**src/rtl/mem_master.sv**
```systemverilog
// Burst memory master: accepts fill-write or read bursts and drives a
// byte-wide synchronous-write / combinational-read memory port.
module mem_master #(
  parameter int unsigned MEM_DEPTH = 9
) (
  input  logic       clk,
  input  logic       reset,
  input  logic       req_valid,
  output logic       req_ready,
  input  logic       req_write,
  input  logic [7:0] req_addr,
  input  logic [7:0] req_len,
  input  logic [7:0] req_wdata,
  output logic       rd_valid,
  input  logic       rd_ready,
  output logic [7:0] rd_data,
  output logic       rd_last,
  output logic       done,
  output logic       err,
  output logic       mem_read_enable,
  output logic       mem_write_enable,
  output logic [7:0] mem_address,
  output logic [7:0] mem_data,
  input  logic [7:0] mem_out
);

  localparam int unsigned AW = 8;
  localparam int unsigned SW = 9;

  typedef enum logic [1:0] {IDLE, WRITE, READ, RHOLD} state_t;

  state_t        state;
  state_t        state_next;
  logic [AW-1:0] addr;
  logic [AW-1:0] remaining;
  logic [AW-1:0] wdata;
  logic [SW-1:0] end_addr_c;
  logic          accept_c;
  logic          bad_req_c;
  logic          last_c;

  // Range check is done one bit wider so a burst cannot wrap past 0xFF.
  assign end_addr_c = SW'(req_addr) + SW'(req_len);
  assign bad_req_c  = (req_len == '0) || (end_addr_c > SW'(MEM_DEPTH));
  assign accept_c   = req_valid && (state == IDLE);
  assign last_c     = (remaining == AW'(1));

  // State register
  always_ff @(posedge clk) begin
    if (reset) state <= IDLE;
    else       state <= state_next;
  end

  // Next-state logic
  always_comb begin
    state_next = state;
    case (state)
      IDLE:  if (accept_c && !bad_req_c) state_next = req_write ? WRITE : READ;
      WRITE: if (last_c) state_next = IDLE;
      READ:  state_next = RHOLD;
      RHOLD: if (rd_ready) state_next = last_c ? IDLE : READ;
      default: state_next = IDLE;
    endcase
  end

  // Memory strobes and handshake decoded from registered state only
  always_comb begin
    req_ready        = 1'b0;
    mem_read_enable  = 1'b0;
    mem_write_enable = 1'b0;
    mem_address      = '0;
    mem_data         = '0;
    case (state)
      IDLE:  req_ready = 1'b1;
      WRITE: begin
        mem_write_enable = 1'b1;
        mem_address      = addr;
        mem_data         = wdata;
      end
      READ: begin
        mem_read_enable = 1'b1;
        mem_address     = addr;
      end
      RHOLD: mem_address = addr;
      default: req_ready = 1'b0;
    endcase
  end

  // Burst counters, read-data register and status pulses
  always_ff @(posedge clk) begin
    if (reset) begin
      addr      <= '0;
      remaining <= '0;
      wdata     <= '0;
      rd_valid  <= 1'b0;
      rd_data   <= '0;
      rd_last   <= 1'b0;
      done      <= 1'b0;
      err       <= 1'b0;
    end else begin
      done <= 1'b0;
      err  <= 1'b0;
      case (state)
        IDLE: begin
          if (accept_c) begin
            addr      <= req_addr;
            remaining <= req_len;
            wdata     <= req_wdata;
            err       <= bad_req_c;
          end
        end
        WRITE: begin
          addr      <= addr + AW'(1);
          remaining <= remaining - AW'(1);
          done      <= last_c;
        end
        READ: begin
          rd_data  <= mem_out;
          rd_valid <= 1'b1;
          rd_last  <= last_c;
        end
        RHOLD: begin
          if (rd_ready) begin
            rd_valid <= 1'b0;
            rd_last  <= 1'b0;
            if (last_c) begin
              done <= 1'b1;
            end else begin
              addr      <= addr + AW'(1);
              remaining <= remaining - AW'(1);
            end
          end
        end
        default: done <= 1'b0;
      endcase
    end
  end

endmodule

```
**config.mk**
```make
export PLATFORM = sky130hd
export DESIGN_NAME = mem_master
export DESIGN_NICKNAME = d
export VERILOG_FILES = /design/src/rtl/mem_master.sv
export SDC_FILE = /design/constraint.sdc
export NUM_CORES = 1
export LEC_CHECK = 0
export CAP_MARGIN = 10
export CORE_MARGIN = 2
export CORE_UTILIZATION = 25
export DETAILED_ROUTE_END_ITERATION = 7
export GPL_ROUTABILITY_DRIVEN = 0
export SYNTH_ARGS = -nofsm -noshare
export SYNTH_HDL_FRONTEND = slang
export SYNTH_SLANG_ARGS = --single-unit
```
**constraint.sdc**
```tcl
create_clock -name clk -period 3.9 [get_ports clk]
set_input_delay 1.17 -clock clk [delete_from_list [all_inputs] [get_ports clk]]
set_output_delay 1.17 -clock clk [all_outputs]
set_load 0.01 [all_outputs]
```
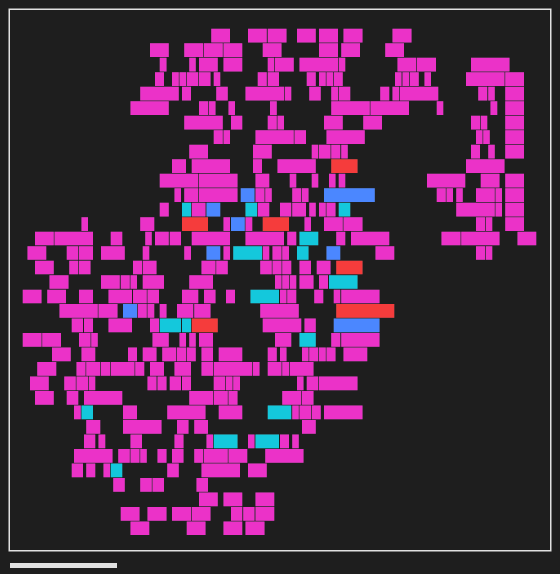
(drive-strength map)
Bar = 20 um.
cyan -> drive 2  # cells 16, share 4.3%
blue -> drive 3 to 4  # cells 8, share 2.2%
red -> drive 6 and up  # cells 6, share 1.6%
magenta -> drive 1 or less  # cells 339, share 92%

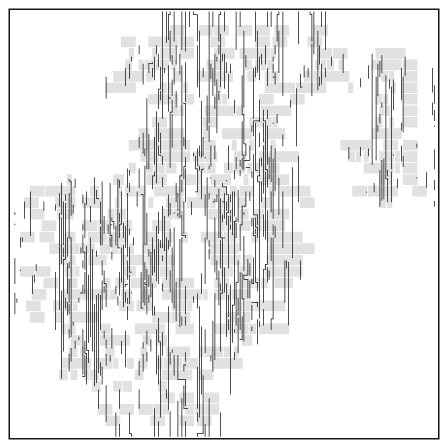
(metal 2)
wire length on this layer = 3230 um
share of all routed wire = 48%
nets with wire on the layer = 334

==> how the worst max path moves through the flow <==
stage                startpoint               to  slack (ns)  cells past startpoint
finish                 state[0]  mem_read_enable        0.71                      4
CTS                    state[0]  mem_read_enable        0.66                      4
detailed placement   req_len[0]         state[0]        0.45                      9
global route           state[0]  mem_read_enable        0.49                      4
floorplan           req_addr[0]         state[0]        1.16                      8
global placement     req_len[0]         state[0]        0.50                      9
==> power groups by stage <==
stage	logic (mW)	clock network [mW]	registers [mW]
finish	0.226	0.340	0.427
global route	0.252	0.364	0.431
CTS	0.227	0.349	0.427
detailed placement	0.225	0	0.436
global placement	0.222	0	0.435
floorplan	0.144	0	0.432
==> logic make-up (layout without fill, tap and decap cells) <==
logic type,after synthesis,in the layout
AOI/OAI and AO/OA,94,94
and+or+nand+nor,130,130
adders and majority gates,12,12
xor gates and xnor gates,1,1
buffers and inverters,29,91
DFF,38,38
muxes,3,3
==> cell type report <==
type / instances / area [um^2] / share of cell area
clock buffer: 5 / 68.8 / 0.0210
clock inverter: 3 / 40.0 / 0.0122
inverter: 10 / 37.5 / 0.0115
multi-input combinational: 240 / 1490 / 0.455
sequential: 38 / 761 / 0.232
tap: 129 / 161 / 0.0493
timing repair buffer: 73 / 716 / 0.219
==> state kept, by name, indices dropped and copies added (netlist names) <==
name / flops
err: 1
rd_last: 1
wdata: 8
state: 2
addr: 8
rd_data: 8
rd_valid: 1
done: 1
remaining: 8
==> worst max-delay path: cells and delay by family (launching register included) <==
family | cells | cell delay [ns]
simple gates | 1 | 0.36
flops | 1 | 0.33
buf+inv | 3 | 1.03
==> routing by layer <==
metal | vias up | global-route usage
li1 | 1215 | -
met1 | 1079 | 0.186
met2 | 65 | 0.211
met3 | 12 | 0.0248
met4 | 0 | 0.0457
met5 | - | 0
==> results.txt <==
Observations from the implementation run.

Routing:
- The run gives the average via count per standard cell as 4.76.
- After detailed routing, the met2 layer carries 3230 um of wire.
- The run gives the number of optimization iterations in the first detailed-route pass as 4.
- The run gives the total via count in the routed design as 2371.
- TritonRoute reported its final design rule violation total as 0.
- The run gives the tally of nets with antenna violations remaining after routing as 0.
- The run puts the wire length the detailed router placed on met1 at between 3000 and 4000 um.
- The run gives the number of design-rule violations left by the first detailed-router iteration as 132.

STA:
- The run puts the slack of the critical path at 0.712 ns.
- The run puts the aggregate negative setup slack at 0 ns.
- Setup repair after global routing left no endpoint under its margin.
- Looking at the max-slew report, the worst-margin pin has a slew of about 0.72 ns.
- Per the finish-stage timing summary, setup violations number 0.
- The run gives the final cycle utilization of the critical path as 0.817.
- The clock arrives with around 0.012 ns of skew.
- In this run the tightest slew margin relative to its limit is 0.519.
- The run puts the final worst hold slack at 0.455 ns.
- The run gives the number of pins exceeding their max-slew limit in the final report as 0.
- The run gives the final hold violation count as 0.

Pwr:
- The run gives the share of total power in sequential cells as 0.430.
- The run gives the switching part of the total power as 0.289.
- The run puts the internal cell power at around 700 uW.
- The run gives the relative contribution of combinational cells to total power as 0.228.
- The run gives the leakage power total as ~1.2 nW.
- In this run the VDD rail shows a maximum IR drop of 0.137 mV.
- The run gives the sum of internal, switching and leakage power as 994 uW.
- The share of total power dissipated in the clock network is 0.342.
- The run gives the total power divided by cell area as 304 nW/um^2.

Finish:
- The run gives the final standard cell count with taps included and fillers excluded as 498.
- The run gives the most numerous logic cell after layout as sky130_fd_sc_hd__clkdlybuf4s50_1.
- In the final layout, the share of cells above drive strength 1 is 0.0813.
- The run gives the final antenna diode count as 0.
- The run gives the area of all placed cells without fillers as 3270 um^2.
- The run puts the number of fillers in the final layout at just under 1000.
- The run puts the growth of design area from synthesis to finish at 38.0%.
- In the final design database the tool counted 417 nets.
- In the layout the commonest cells are sky130_fd_sc_hd__clkdlybuf4s50_1 (67), sky130_fd_sc_hd__nand2_1 (45), sky130_fd_sc_hd__dfxtp_1 (38), sky130_fd_sc_hd__a21oi_1 (37), sky130_fd_sc_hd__nor2_1 (27).

Die:
- For this design the top-level I/O count stands at 68.
- According to the floorplan log, the row count is 35.
- The run gives the floorplan-stage core utilization as 0.257.
- From bottom edge to top edge, the die measures 101 um.
- The run puts the area of the core region at around 9000 um^2.
- The run gives the die extent in x as 101 um.

Critical path:
- Data arrives at the worst endpoint at 2.02 ns.
- The run gives the classification of the worst setup path as reg2out.
- The run puts the maximum fanout along the worst path at 12.
- The worst setup path is launched from a flop.
- The run gives the register-to-register setup slack as 1.65 ns.
- For this design, the slowest cell found on the critical path is sky130_fd_sc_hd__clkdlybuf4s50_1.
- In this run the critical path is formed by inv_1, nand2_1, clkinv_1, clkdlybuf4s50_1.
- The run puts the data required time at the worst endpoint at 2.73 ns.
- The largest single stage delay on the critical path is 0.56 ns.
- The startpoint identified for the worst register-to-register timing path is remaining[0].
- The run gives the worst-case reg-to-reg path depth as 6.

Placement:
- The run puts the placed cell area at 3160 um^2.
- The buffer_ports step reported a buffer count of 67.
- The run puts the cell count after placement at slightly below 500.
- The run gives the HPWL after detailed placement as 5140 um.

Yosys:
- Yosys reports that the most numerous cell types are sky130_fd_sc_hd__nand2_1 (45), sky130_fd_sc_hd__dfxtp_1 (38), sky130_fd_sc_hd__a21oi_1 (37).
- The run gives the largest area contributor in the netlist as sky130_fd_sc_hd__dfxtp_1.
- The run gives the post-synthesis compound-gate area fraction as 0.274.
- The run gives the post-synthesis share of cell area spent on xor and xnor gates as 0.00369.
- The run gives the synthesized area divided by synthesized cell count as 7.72 um^2.
- Among all cell types in the netlist, the one instantiated most often is sky130_fd_sc_hd__nand2_1.
- The run gives the unique cell type count in the Yosys netlist as 46.
- The run gives the async set or reset register ratio after synthesis as 0.
- According to the Yosys statistics, the synthesized design has a chip area of between 2000 and 2500 um^2.
- After synthesis, the cell types taking the most area are sky130_fd_sc_hd__dfxtp_1 (32%), sky130_fd_sc_hd__a21oi_1 (7.8%), sky130_fd_sc_hd__nand2_1 (7.1%), sky130_fd_sc_hd__ha_1 (5.8%), sky130_fd_sc_hd__nor2_1 (4.3%).
- The run puts the cell area after synthesis at ~2400 um^2.
- In the synthesized netlist the dominant register cell turns out to be sky130_fd_sc_hd__dfxtp_1.
- The run puts the sequential element share of the synthesized area at 0.321.
- Of the total synthesized cell area, the portion taken by AND, OR, NAND and NOR gates is 0.270.
- The synth_stat.txt file lists the number of cells as roughly 310.
- The run gives the post-synthesis net count as 356.
- The run puts the number of enable flip-flop cells at 0.
- The run puts the yosys warning tally at 0.
- The run puts the top cell type's share of synthesized area at 0.321.

Global route:
- The run puts the largest net degree at the start of global routing at 23.
- The run gives the first-pass GRT wire length as around 11000 um.
- The run puts the number of antenna violations at the first check in global routing at 0.
- The run gives the via count of the first global-routing pass as 2308.

Clock tree:
- Per the skew report, the later register of the worst-skew pair sees a clock latency of 0.30 ns.
- The run gives the number of CTS-inserted buffers as 5.
- The run puts the clock transition time at the flip-flop clock pins of the worst setup and hold paths at 0.08 ns.
- The run gives the number of setup buffers added after CTS as 0.
- The run puts the post-CTS resize count at 0.
- The run gives the clock sink count as 38.
- Clock tree synthesis selected as its root buffer the cell sky130_fd_sc_hd__clkbuf_8.
- The run gives the CTS tree as yes.
- The run gives the maximum clock insertion buffer count as 2.

Min path:
- In this run the worst hold path is classified as reg2reg.
- The launch point of the worst min-delay path is recorded as wdata[6].
- Looking at the hold checks, the worst path lands on wdata[6].
- Along the worst hold path, the cell count comes to 2.

Outcome:
- The flow ran to the end, and the final reports show no timing, DRC or antenna violations.

Flow run:
- The run puts the number of max-cap violations at 0.
- The run gives the number of warnings in the stage logs as 28.
Power and IR drop assume default switching activity.
